### src/rtl/basic_ctrl_pkg.sv
// Shared encodings for the basic-computer hardwired control unit.
package basic_ctrl_pkg;

  // Common-bus source select codes
  localparam logic [2:0] BUS_NONE = 3'd0;
  localparam logic [2:0] BUS_AR   = 3'd1;
  localparam logic [2:0] BUS_PC   = 3'd2;
  localparam logic [2:0] BUS_DR   = 3'd3;
  localparam logic [2:0] BUS_AC   = 3'd4;
  localparam logic [2:0] BUS_IR   = 3'd5;
  localparam logic [2:0] BUS_TR   = 3'd6;
  localparam logic [2:0] BUS_MEM  = 3'd7;

  // AC operation codes, meaningful while ld_ac is asserted
  localparam logic [3:0] ALU_NOP     = 4'd0;
  localparam logic [3:0] ALU_AND     = 4'd1;
  localparam logic [3:0] ALU_ADD     = 4'd2;
  localparam logic [3:0] ALU_PASS_DR = 4'd3;
  localparam logic [3:0] ALU_CMA     = 4'd4;
  localparam logic [3:0] ALU_CIR     = 4'd5;
  localparam logic [3:0] ALU_CIL     = 4'd6;
  localparam logic [3:0] ALU_INPR    = 4'd7;

  // Opcode field values (D index); 7 selects register-reference / I/O
  localparam logic [2:0] OP_AND = 3'd0;
  localparam logic [2:0] OP_ADD = 3'd1;
  localparam logic [2:0] OP_LDA = 3'd2;
  localparam logic [2:0] OP_STA = 3'd3;
  localparam logic [2:0] OP_BUN = 3'd4;
  localparam logic [2:0] OP_BSA = 3'd5;
  localparam logic [2:0] OP_ISZ = 3'd6;
  localparam logic [2:0] OP_REG = 3'd7;

  // Register-reference bit positions within the address field
  localparam int unsigned RR_CLA = 11;
  localparam int unsigned RR_CLE = 10;
  localparam int unsigned RR_CMA = 9;
  localparam int unsigned RR_CME = 8;
  localparam int unsigned RR_CIR = 7;
  localparam int unsigned RR_CIL = 6;
  localparam int unsigned RR_INC = 5;
  localparam int unsigned RR_SPA = 4;
  localparam int unsigned RR_SNA = 3;
  localparam int unsigned RR_SZA = 2;
  localparam int unsigned RR_SZE = 1;
  localparam int unsigned RR_HLT = 0;

  // I/O instruction bit positions within the address field
  localparam int unsigned IO_INP = 11;
  localparam int unsigned IO_OUT = 10;
  localparam int unsigned IO_SKI = 9;
  localparam int unsigned IO_SKO = 8;
  localparam int unsigned IO_ION = 7;
  localparam int unsigned IO_IOF = 6;

  // One-hot timing and opcode decode bundle
  typedef struct packed {
    logic [15:0] t;
    logic [7:0]  d;
  } decode_t;

endpackage

### src/rtl/basic_ctrl_decode.sv
// Combinational T-state and opcode one-hot decoder.
module basic_ctrl_decode
  import basic_ctrl_pkg::*;
(
  input  logic [3:0] state_counter,
  input  logic [2:0] opcode,
  output decode_t    dec
);

  // One-hot expansion of the timing state and the opcode field
  always_comb begin
    dec.t = 16'd1 << state_counter;
    dec.d = 8'd1 << opcode;
  end

endmodule

### src/rtl/basic_control_unit.sv
// Hardwired control unit for the 16-bit basic computer.
module basic_control_unit
  import basic_ctrl_pkg::*;
#(
  parameter int ADDR_W  = 12,
  parameter int OPC_LSB = 12
) (
  input  logic        clk_controller,
  input  logic        rst_controller,
  input  logic [3:0]  state_counter,
  input  logic [15:0] ir,
  input  logic        ac_zero,
  input  logic        ac_neg,
  input  logic        e_flag,
  input  logic        dr_zero,
  input  logic        fgi,
  input  logic        fgo,
  output logic        inc_controller_counter,
  output logic        clr_controller_counter,
  output logic [2:0]  bus_sel,
  output logic        ld_ar,
  output logic        inc_ar,
  output logic        clr_ar,
  output logic        ld_pc,
  output logic        inc_pc,
  output logic        clr_pc,
  output logic        ld_dr,
  output logic        inc_dr,
  output logic        ld_ac,
  output logic        inc_ac,
  output logic        clr_ac,
  output logic        ld_ir,
  output logic        ld_tr,
  output logic        mem_wr,
  output logic        clr_e,
  output logic        cme,
  output logic        ld_outr,
  output logic        clr_fgi,
  output logic        clr_fgo,
  output logic [3:0]  alu_op,
  output logic        halted,
  output logic        ien_out
);

  decode_t           dec;
  logic [ADDR_W-1:0] fld;
  logic              r_q, r_d, i_q, i_d, ien_q, ien_d, halt_q, halt_d;
  logic              active, rr_t3, io_t3;

  basic_ctrl_decode u_decode (
    .state_counter (state_counter),
    .opcode        (ir[OPC_LSB +: 3]),
    .dec           (dec)
  );

  assign fld    = ir[ADDR_W-1:0];
  // T7..T15 never carry an action; T15 in particular flags a missed clr
  assign active = ~rst_controller & ~halt_q & ~(|dec.t[15:7]);
  assign rr_t3  = dec.t[3] & dec.d[OP_REG] & ~i_q;
  assign io_t3  = dec.t[3] & dec.d[OP_REG] & i_q;

  // Datapath strobes; execution from T3 on ignores R (R only steers T0..T2)
  always_comb begin
    clr_controller_counter = 1'b0;
    bus_sel = BUS_NONE;
    alu_op  = ALU_NOP;
    {ld_ar, inc_ar, clr_ar, ld_pc, inc_pc, clr_pc, ld_dr, inc_dr} = '0;
    {ld_ac, inc_ac, clr_ac, ld_ir, ld_tr, mem_wr, clr_e, cme}     = '0;
    {ld_outr, clr_fgi, clr_fgo}                                   = '0;
    if (active) begin
      if (r_q) begin
        if (dec.t[0]) begin clr_ar = 1'b1; bus_sel = BUS_PC; ld_tr = 1'b1; end
        if (dec.t[1]) begin bus_sel = BUS_TR; mem_wr = 1'b1; clr_pc = 1'b1; end
        if (dec.t[2]) begin inc_pc = 1'b1; clr_controller_counter = 1'b1; end
      end else begin
        if (dec.t[0]) begin bus_sel = BUS_PC; ld_ar = 1'b1; end
        if (dec.t[1]) begin bus_sel = BUS_MEM; ld_ir = 1'b1; inc_pc = 1'b1; end
        if (dec.t[2]) begin bus_sel = BUS_IR; ld_ar = 1'b1; end
      end
      if (dec.t[3] & ~dec.d[OP_REG] & i_q) begin
        bus_sel = BUS_MEM; ld_ar = 1'b1;
      end
      if (rr_t3) begin
        clr_controller_counter = 1'b1;
        clr_ac = fld[RR_CLA];
        clr_e  = fld[RR_CLE];
        cme    = fld[RR_CME];
        inc_ac = fld[RR_INC];
        if (fld[RR_CMA])      begin ld_ac = 1'b1; alu_op = ALU_CMA; end
        else if (fld[RR_CIR]) begin ld_ac = 1'b1; alu_op = ALU_CIR; end
        else if (fld[RR_CIL]) begin ld_ac = 1'b1; alu_op = ALU_CIL; end
        inc_pc = (fld[RR_SPA] & ~ac_neg) | (fld[RR_SNA] & ac_neg) |
                 (fld[RR_SZA] & ac_zero) | (fld[RR_SZE] & ~e_flag);
      end
      if (io_t3) begin
        clr_controller_counter = 1'b1;
        if (fld[IO_INP]) begin alu_op = ALU_INPR; ld_ac = 1'b1; clr_fgi = 1'b1; end
        if (fld[IO_OUT]) begin bus_sel = BUS_AC; ld_outr = 1'b1; clr_fgo = 1'b1; end
        inc_pc = (fld[IO_SKI] & fgi) | (fld[IO_SKO] & fgo);
      end
      if (dec.t[4]) begin
        if (dec.d[OP_AND] | dec.d[OP_ADD] | dec.d[OP_LDA] | dec.d[OP_ISZ]) begin
          bus_sel = BUS_MEM; ld_dr = 1'b1;
        end
        if (dec.d[OP_STA]) begin
          bus_sel = BUS_AC; mem_wr = 1'b1; clr_controller_counter = 1'b1;
        end
        if (dec.d[OP_BUN]) begin
          bus_sel = BUS_AR; ld_pc = 1'b1; clr_controller_counter = 1'b1;
        end
        if (dec.d[OP_BSA]) begin
          bus_sel = BUS_PC; mem_wr = 1'b1; inc_ar = 1'b1;
        end
      end
      if (dec.t[5]) begin
        if (dec.d[OP_AND] | dec.d[OP_ADD] | dec.d[OP_LDA]) begin
          ld_ac = 1'b1; clr_controller_counter = 1'b1;
          alu_op = dec.d[OP_AND] ? ALU_AND : (dec.d[OP_ADD] ? ALU_ADD : ALU_PASS_DR);
        end
        if (dec.d[OP_BSA]) begin
          bus_sel = BUS_AR; ld_pc = 1'b1; clr_controller_counter = 1'b1;
        end
        if (dec.d[OP_ISZ]) inc_dr = 1'b1;
      end
      if (dec.t[6] & dec.d[OP_ISZ]) begin
        bus_sel = BUS_DR; mem_wr = 1'b1; inc_pc = dr_zero;
        clr_controller_counter = 1'b1;
      end
    end
  end

  assign inc_controller_counter = ~halt_q & ~clr_controller_counter & ~rst_controller;
  assign halted  = halt_q;
  assign ien_out = ien_q;

  // Next sequencing state: I latch, interrupt detect/service, IEN, halt
  always_comb begin
    r_d    = r_q;
    i_d    = i_q;
    ien_d  = ien_q;
    halt_d = halt_q;
    if (~halt_q) begin
      if (~r_q & dec.t[2]) i_d = ir[15];
      if (~(dec.t[0] | dec.t[1] | dec.t[2]) & ien_q & (fgi | fgo)) r_d = 1'b1;
      if (r_q & dec.t[2]) begin
        r_d   = 1'b0;
        ien_d = 1'b0;
      end
      if (rr_t3 & fld[RR_HLT]) halt_d = 1'b1;
      if (io_t3 & fld[IO_ION]) ien_d = 1'b1;
      if (io_t3 & fld[IO_IOF]) ien_d = 1'b0;
    end
  end

  // Sequencing flags with synchronous reset
  always_ff @(posedge clk_controller) begin
    if (rst_controller) begin
      r_q    <= 1'b0;
      i_q    <= 1'b0;
      ien_q  <= 1'b0;
      halt_q <= 1'b0;
    end else begin
      r_q    <= r_d;
      i_q    <= i_d;
      ien_q  <= ien_d;
      halt_q <= halt_d;
    end
  end

endmodule
### config.mk
export PLATFORM = sky130hd
export DESIGN_NAME = basic_control_unit
export DESIGN_NICKNAME = d
export VERILOG_FILES = /design/src/rtl/basic_ctrl_pkg.sv /design/src/rtl/basic_ctrl_decode.sv /design/src/rtl/basic_control_unit.sv
export SDC_FILE = /design/constraint.sdc
export NUM_CORES = 1
export LEC_CHECK = 0
export ABC_AREA = 0
export CAP_MARGIN = 30
export CORE_UTILIZATION = 36
export DETAILED_ROUTE_END_ITERATION = 10
export GPL_TIMING_DRIVEN = 0
export PLACE_DENSITY = 0.86
export SYNTH_ARGS = -nofsm -noshare
export SYNTH_HDL_FRONTEND = slang
export SYNTH_SLANG_ARGS = --single-unit
### constraint.sdc
create_clock -name clk_controller -period 2.3 [get_ports clk_controller]
set_clock_uncertainty 0.05 [all_clocks]
set_input_delay 0.46 -clock clk_controller [delete_from_list [all_inputs] [get_ports clk_controller]]
set_output_delay 0.46 -clock clk_controller [all_outputs]
set_load 0.02 [all_outputs]
Fig. 1: cell sizes after repair
Drawn at 6 px/micron.
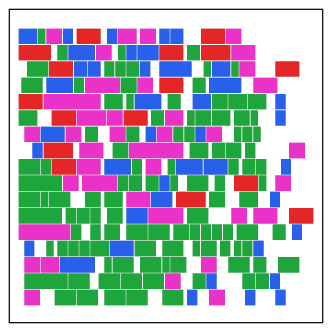
Magenta stands for _3 and _4 cells, cells 38, share 18%, most used buf_4. Blue stands for _2 cells, cells 41, share 20%, most used buf_2. Green stands for _0 and _1 cells, cells 112, share 54%, most used clkdlybuf4s50_1. Red stands for _6 and larger, cells 16, share 7.7%, most used buf_6.
setup ws final: -0.0120 ns
growth of design area from synthesis to finish: 93.6%
number of buffers outside the clock class in the layout: 80
finished layout cell area: 0.00174 sq mm

Fig. 2: power grid
Drawn at 10 px/micron. Pins as bars on the die edge.
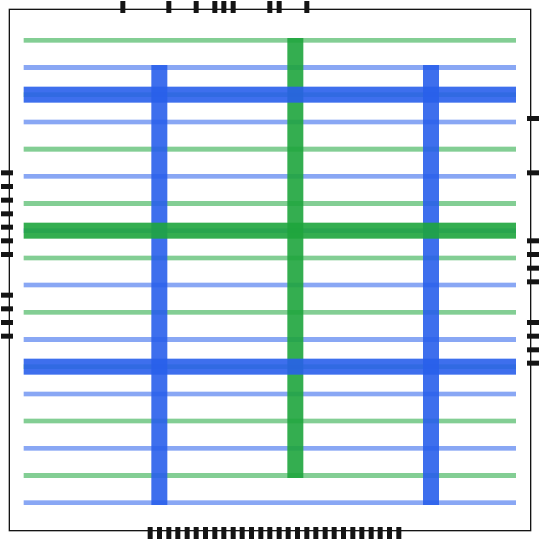
Blue stands for VSS. Green stands for VDD.
3 straps on met4. 18 met1 rails follow the rows. 3 straps on met5.
standard cell core area: 0.00228 sq mm
Die Y: 52.0 microns
worst voltage drop across the vdd grid: 0.283 mV

Fig. 3: met2 routing
Drawn at 10 px/micron. Cells faint in the background.
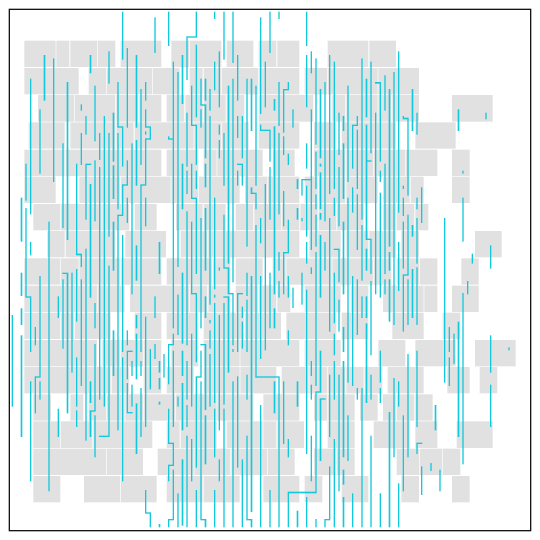
The longest straight run is 28.9 microns. The wires run mostly vertical. The layer holds 52% of the routed length. The layer carries 2170 microns of wire.
overall via count from detail_route: 1445
Total Routed Length: 4.19 mm

==> flow_summary.ini <==
; yosys + openroad results
[outcome]
outcome = finished, violations left
failed_checks = setup timing

[yosys]
synth-cells-yosys = 138
yosys_register_bits = 4
synth_chip_area_sq_um = 900
netlist_cell_types = 50
yosysMostFrequentCell = sky130_fd_sc_hd__a21oi_1
edf_count = 0
postSynthNetCount = 166
netlist_instances = 138
synth-main-ff-cell = sky130_fd_sc_hd__dfxtp_1
top_cells_by_area = sky130_fd_sc_hd__a21oi_1 (8.9%), sky130_fd_sc_hd__dfxtp_1 (8.9%), sky130_fd_sc_hd__and3_1 (6.3%), sky130_fd_sc_hd__nor2_1 (4.6%), sky130_fd_sc_hd__o21ai_0 (3.9%)

[sta]
maxSlewViolCount = 0
finalHoldViolations = 0
hold-worst-slack_ns = 0.402
post-route-worst-setup-slack_ns = -0.0120
timing.final.setup_violations = 4

[detailed_routing]
routed-wl-met2_mm = 2.17
dr.max_layer_used = met4
initialDrtViolationCount = 63
drc = 0
postRouteAntennaNets = 0

[final_layout]
num_antenna_cells = 0
layout.cells.most_common = sky130_fd_sc_hd__clkdlybuf4s50_1
fillerInstances = 154

[clock_network]
ctsLongestPathBuffers = 2
cts_inserted_buffers = 3
tritoncts = built
cts.reportedPaths.clkPinSlew_ns = 0.04
cts_root_buffer = sky130_fd_sc_hd__clkbuf_4
htree_num_levels = 1

[grt]
grt-ovfl-total = 0
routing_usage_on_met2 = 0.519
gr-usage-met1 = 0.354
grt_pass1_wl_mm = 6.11
grt.total_usage = 0.304
use_met3 = 0.0409
global_route.peak_usage_layer = met2

[floorplan]
number_of_cell_rows = 17
die_w_microns = 52.0
pin_count = 58
die_area_sq_mm = 0.00270

[setup_path]
timing.critical_path.max_delay_family = AND-OR/OR-AND gates
timing.critical_path.slowest_stage_cell = sky130_fd_sc_hd__a311oi_4
crit_fanout = 5

[placed_design]
placement.cell_area_sq_mm = 0.00149
-- through the flow --
stage	utilization	setup slack, ns	instances	TNS [ns]	total power (uW)
after floorplan	-	-0.0322	138	-0.0644	150
after global placement	0.653	-1.18	220	-26.14	225
after detailed placement	0.653	-1.12	220	-25.58	224
after CTS	0.727	-0.0180	233	-0.0180	349
after global routing	0.765	-0.0546	235	-0.325	392
final	0.765	-0.0120	235	-0.0212	370
-- layout make-up --
type                       count  share of cell area
tap                           28              0.0201
sequential                     4              0.0481
clock buffer                   3              0.0129
inverter                       2             0.00431
buffer                        13              0.0769
timing repair buffer          67               0.313
multi-input combinational    118               0.524
-- logic make-up after synthesis --
group,count (synthesis),synth area share
muxes,2,0.0223
AOI/OAI and AO/OA,47,0.344
and+or+nand+nor,66,0.441
other,1,0.00417
buffers and inverters,17,0.0904
DFF,4,0.0890
xor gates and xnor gates,1,0.00974
-- state kept, by name, indices dropped and copies added, names as in the netlist --
signal / count
r_q: 1
i_q: 1
halted: 1
ien_out: 1
-- worst paths after layout --
path / start / end / slack (ns) / depth (start not counted)
setup / recovery: rst_controller / bus_sel[2] / -0.01 / 7
hold / removal: rst_controller / halted / 0.40 / 2
setup reg to reg: r_q / ien_out / 0.78 / 4
hold reg to reg: halted / halted / 0.49 / 2
-- what timing repair did --
| action | 4_1_cts | 5_1_grt |
|---|---|---|
| gates cloned | 2 | 1 |
| pin swaps | 7 | 6 |
| resized | 172 | 42 |
| hold endpoints to repair | 0 | 0 |
| setup buffers | 9 | 2 |
| endpoints found under the setup margin | 27 | 26 |
| hold buffers | 0 | 0 |
-- where the power goes --
part           total (uW)  switching [uW]  internal [uW]
Combinational         214             106            108
Sequential           70.3            1.20           69.1
Clock                85.3            27.0           58.3
Total                 370             135            235
Power is estimated from default activity; no workload was simulated.
